Run 1, metal 1:
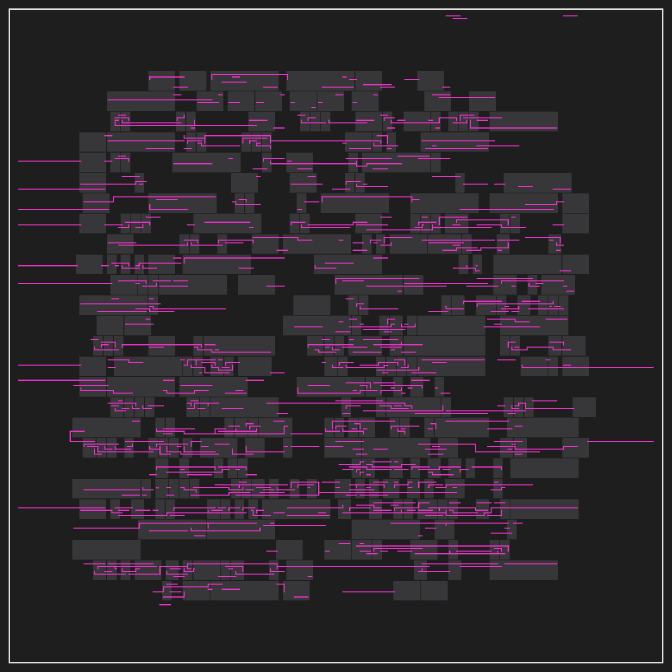
Run 1, the metal 2 layer:
Bar = 20 um.
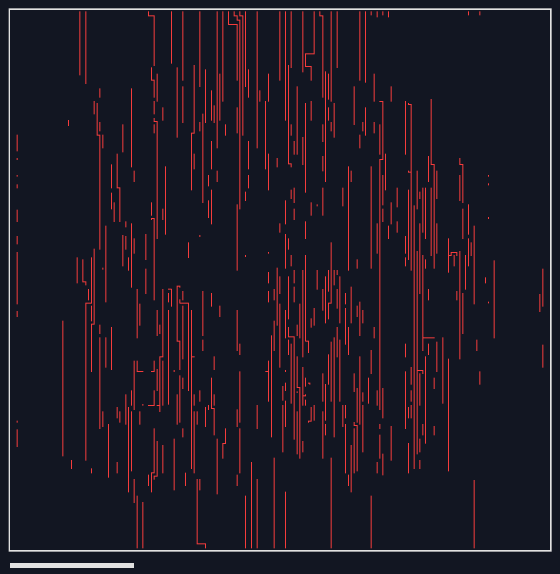
Run 1, signal wires on met3:
Bar = 20 um.
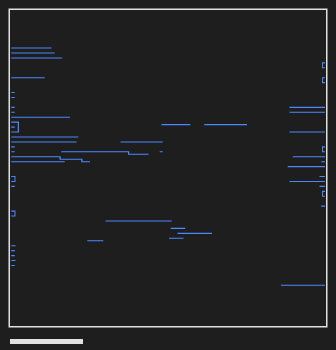
$ cat src/rtl/bnn_filter_sequencer.sv
// bnn_filter_sequencer: time-multiplexes one xnor_popcount datapath over
// NUM_FILTERS binary filters for a single pixel window. The weight of filter
// f+1 is loaded in the same cycle filter f is evaluated, and the one-bit
// results are gathered into an activation vector.
module bnn_filter_sequencer #(
    parameter int unsigned KERNEL_SIZE = 16,
    parameter int unsigned NUM_FILTERS = 8,
    parameter int unsigned ADDR_W      = $clog2(NUM_FILTERS)
) (
    input  logic                   clock,
    input  logic                   reset,
    input  logic                   in_valid,
    output logic                   in_ready,
    input  logic [KERNEL_SIZE-1:0] in_pixels,
    output logic                   wrom_rd_en,
    output logic [ADDR_W-1:0]      wrom_addr,
    input  logic [KERNEL_SIZE-1:0] wrom_rdata,
    output logic                   dp_weight_wr,
    output logic [KERNEL_SIZE-1:0] dp_weight_in,
    output logic                   dp_input_plugin,
    output logic [KERNEL_SIZE-1:0] dp_pixels,
    input  logic                   dp_ready_out,
    input  logic                   dp_result_out,
    output logic                   out_valid,
    input  logic                   out_ready,
    output logic [NUM_FILTERS-1:0] out_result,
    output logic                   busy
);

    // One extra bit keeps NUM_FILTERS itself representable in the counters.
    localparam int unsigned        CW       = ADDR_W + 1;
    localparam logic [CW-1:0]      NF       = CW'(NUM_FILTERS);
    localparam logic [CW-1:0]      K_LAST   = CW'(NUM_FILTERS - 1);
    localparam logic [ADDR_W-1:0]  RES_LAST = ADDR_W'(NUM_FILTERS - 1);

    typedef enum logic [2:0] {
        IDLE,
        PRIME,
        RUN,
        DRAIN,
        DONE
    } state_t;

    state_t                   state_q;
    logic [CW-1:0]            iss_q;
    logic [CW-1:0]            k_q;
    logic                     rd_q;
    logic [ADDR_W-1:0]        res_q;
    logic                     in_ready_q;
    logic                     busy_q;
    logic                     out_valid_q;
    logic                     wr_q;
    logic                     plugin_q;
    logic [KERNEL_SIZE-1:0]   pix_q;
    logic [NUM_FILTERS-1:0]   result_q;
    logic                     accept_c;

    // The filter-0 read goes out in the accept cycle itself, so the ROM
    // strobe combines the handshake with the registered follow-on reads.
    assign accept_c        = in_valid & in_ready_q;
    assign wrom_rd_en      = ~reset & (accept_c | rd_q);
    assign wrom_addr       = ADDR_W'(iss_q);
    assign dp_weight_in    = wrom_rdata;
    assign dp_weight_wr    = wr_q;
    assign dp_input_plugin = plugin_q;
    assign dp_pixels       = pix_q;
    assign in_ready        = in_ready_q;
    assign busy            = busy_q;
    assign out_valid       = out_valid_q;
    assign out_result      = result_q;

    // Sequencer state, ROM issue, datapath strobes and result gathering.
    always_ff @(posedge clock or posedge reset) begin
        if (reset) begin
            state_q     <= IDLE;
            iss_q       <= '0;
            k_q         <= '0;
            rd_q        <= 1'b0;
            res_q       <= '0;
            in_ready_q  <= 1'b1;
            busy_q      <= 1'b0;
            out_valid_q <= 1'b0;
            wr_q        <= 1'b0;
            plugin_q    <= 1'b0;
            pix_q       <= '0;
            result_q    <= '0;
        end else begin
            // Follow-on reads for addresses 1..NUM_FILTERS-1; the address
            // stops at the last filter rather than wrapping.
            if (rd_q) begin
                if (iss_q + CW'(1) < NF) begin
                    iss_q <= iss_q + CW'(1);
                end else begin
                    rd_q <= 1'b0;
                end
            end

            case (state_q)
                IDLE: begin
                    if (in_valid) begin
                        pix_q      <= in_pixels;
                        result_q   <= '0;
                        res_q      <= '0;
                        iss_q      <= CW'(1);
                        rd_q       <= 1'b1;
                        wr_q       <= 1'b1;
                        in_ready_q <= 1'b0;
                        busy_q     <= 1'b1;
                        state_q    <= PRIME;
                    end
                end
                PRIME: begin
                    k_q      <= '0;
                    plugin_q <= 1'b1;
                    wr_q     <= 1'b1;
                    state_q  <= RUN;
                end
                RUN: begin
                    if (k_q == K_LAST) begin
                        plugin_q <= 1'b0;
                        wr_q     <= 1'b0;
                        state_q  <= DRAIN;
                    end else begin
                        k_q  <= k_q + CW'(1);
                        wr_q <= (k_q + CW'(2) < NF);
                    end
                end
                DRAIN: begin
                end
                DONE: begin
                    if (out_ready) begin
                        out_valid_q <= 1'b0;
                        in_ready_q  <= 1'b1;
                        busy_q      <= 1'b0;
                        iss_q       <= '0;
                        state_q     <= IDLE;
                    end
                end
                default: begin
                    state_q <= IDLE;
                end
            endcase

            // Capture overrides the RUN/DRAIN transition once the last bit lands.
            if ((state_q == RUN || state_q == DRAIN) && dp_ready_out) begin
                result_q[res_q] <= dp_result_out;
                if (res_q == RES_LAST) begin
                    out_valid_q <= 1'b1;
                    plugin_q    <= 1'b0;
                    wr_q        <= 1'b0;
                    rd_q        <= 1'b0;
                    state_q     <= DONE;
                end else begin
                    res_q <= res_q + ADDR_W'(1);
                end
            end
        end
    end

endmodule
$ cat config.mk
export PLATFORM = sky130hd
export DESIGN_NAME = bnn_filter_sequencer
export DESIGN_NICKNAME = d
export VERILOG_FILES = /design/src/rtl/bnn_filter_sequencer.sv
export SDC_FILE = /design/constraint.sdc
export NUM_CORES = 1
export LEC_CHECK = 0
export ABC_AREA = 1
export CAP_MARGIN = 40
export CORE_MARGIN = 8
export CORE_UTILIZATION = 43
export DETAILED_ROUTE_END_ITERATION = 8
export PLACE_DENSITY_LB_ADDON = 0.1
export SLEW_MARGIN = 20
export SYNTH_ARGS = -nofsm -noshare
export SYNTH_HDL_FRONTEND = slang
export SYNTH_SLANG_ARGS = --single-unit
$ cat constraint.sdc
create_clock -name clock -period 1.6 [get_ports clock]
set_input_delay 0.24 -clock clock [delete_from_list [all_inputs] [get_ports clock]]
set_output_delay 0.24 -clock clock [all_outputs]
set_load 0.01 [all_outputs]
==> results_dict.tcl, run 1 <==
# place-and-route summary
set metrics [dict create \
    switchingPower_mw 1.95 \
    total_power_mw 5.23 \
    cts_inserted_buffers 5 \
    grt_max_degree 22 \
    layout.cells.most_common "nand2_1" \
    finalHoldViolCount 0 \
    yosys_area_um2 2170 \
    ys_sh_mux_pct 0 \
    final-max-slew-violation-count 0 \
    outcome "finished, final reports clean" \
    max_slew_margin_pct 72.5 \
    critPathTopFamily "buffers and inverters" \
    ir_worst_vdd_v 0.000814 \
    yosys.area_share.aoi_pct 5.66 \
    cp.depth 1 \
    core_area_um2 4980 \
    netlist-cell-type-count 19 \
    wl_met2_mm 2.37 \
    crit_path_cell_trace "clkdlybuf4s50_1" \
    ys_top_logic_family "simple AND/OR/NAND/NOR gates" \
    holdWs_ns 0.218 \
    cts_hold_buf 0 \
    tool_warnings 26 \
    wl_per_cell_um 12.6 \
    sequentialPower_mw 2.03 \
    cap_violations 0 \
    cts_resized 2 \
    met1_length_mm 2.12 \
    synth_nets 314 \
    grt_pass1_wl_mm 8.17 \
    critical_path.endpoint "wrom_addr[0]" \
    clock_power_mw 0.802 \
    dpl.hpwl_mm 3.69 \
    final-nonclk-buf-share_pct 22.6 \
    netlist.area_leader.share_pct 49.7 \
    ys_sh_simple_pct 27.2 \
    use_met2_pct 23.2 \
    clk_path_buf_depth 2 \
]
## Picture notes: 'metal 1'
longest straight run: 20.2 um
wire length on this layer: 2120 um
main direction: horizontal
share of all routed wire: 43%
nets with wire on the layer: 316

## Picture notes: 'the metal 2 layer'
wire length on this layer: 2370 um
longest straight run: 42.3 um
main direction: vertical
nets with wire on the layer: 260

## Picture notes: 'signal wires on met3'
nets with wire on the layer: 43
longest straight run: 18.4 um
wire length on this layer: 333 um
main direction: horizontal
share of all routed wire: 6.8%

## Run 2: what changed since run 1
- CAP_MARGIN: 40 -> 20
- CORE_UTILIZATION: 43 -> 46
- clock period: 1.6 -> 1.8 ns (I/O delays scaled with it)
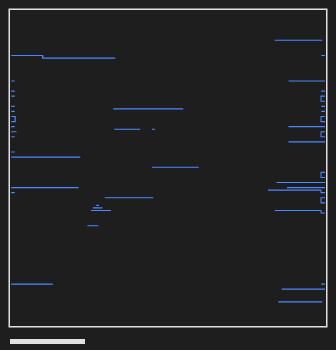
Run 2: signal wires on met3
Bar = 20 um.
wire length on this layer: 281 um
longest straight run: 19.3 um

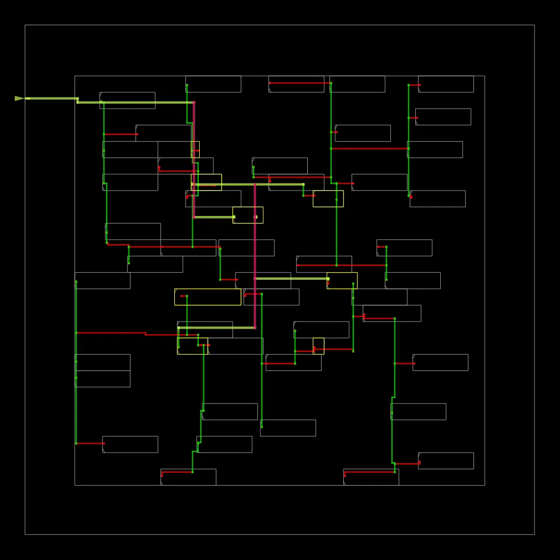
Run 2: clock nets
flop count: 44
Worst-Skew Late Latency: 0.29 ns
number of buffers created by CTS: 5
Final Skew: 0.00554 ns
P_clk: 0.740 mW

==> results_dict.tcl, run 2 <==
# place-and-route summary
set metrics [dict create \
    wl_met2_mm 2.25 \
    sw_frac_of_total_pct 37.3 \
    grt_pass1_wl_mm 8.01 \
    cts_hold_buf 0 \
    ys_sh_simple_pct 27.2 \
    dpl.hpwl_mm 3.50 \
    finalHoldViolCount 0 \
    cap_violations 0 \
    final_cell_area_um2 2740 \
    sh_seq_area_pct 40.2 \
    combPwrFrac_pct 45.1 \
    layout.cells.most_common "nand2_1" \
    crit_path_cell_trace "clkdlybuf4s50_1" \
    yosys.area.top_type "dfrtp_1" \
    use_met2_pct 22.8 \
    cts_resized 1 \
    clk_path_buf_depth 2 \
    yosys.area_share.aoi_pct 5.66 \
    busiest_layer "met2" \
    ys_sh_mux_pct 0 \
    max_slew_margin_pct 55.4 \
    ir_worst_vdd_v 0.000720 \
    numClockSinks 44 \
    gr-usage-met3_pct 4.88 \
    cts_tree "yes" \
    yosys_area_um2 2170 \
    switchingPower_mw 1.73 \
    netlist.area_leader.share_pct 49.7 \
    total_power_mw 4.63 \
    critPathTopFamily "flip-flops" \
    final-nonclk-buf-share_pct 21.5 \
    holdWs_ns 0.326 \
    cts-htree-levels 2 \
    synth_nets 314 \
    cp_max_fo 3 \
    critical_path.endpoint "in_ready" \
    grt_max_degree 24 \
    rsz0062_at_grt "false" \
    met1_length_mm 2.13 \
    finalCritPeriodShare_pct 91.6 \
    cp.depth 1 \
    ys_top_logic_family "simple AND/OR/NAND/NOR gates" \
    outcome "finished, final reports clean" \
    final-max-slew-violation-count 0 \
    grt_pass1_vias 1730 \
    crit_type "register to output pin" \
    core_area_um2 4630 \
    cts_root_buf "clkbuf_8" \
    synth-xor-area-share_pct 0.809 \
    netlist-cell-type-count 19 \
    wl_per_cell_um 12.8 \
    totalWireLength_mm 4.71 \
    ys_cells 271 \
    combAreaFraction_pct 28.9 \
    sequentialPower_mw 1.80 \
    tool_warnings 26 \
]
No activity file was given, so power comes from the tool's default toggle rates.
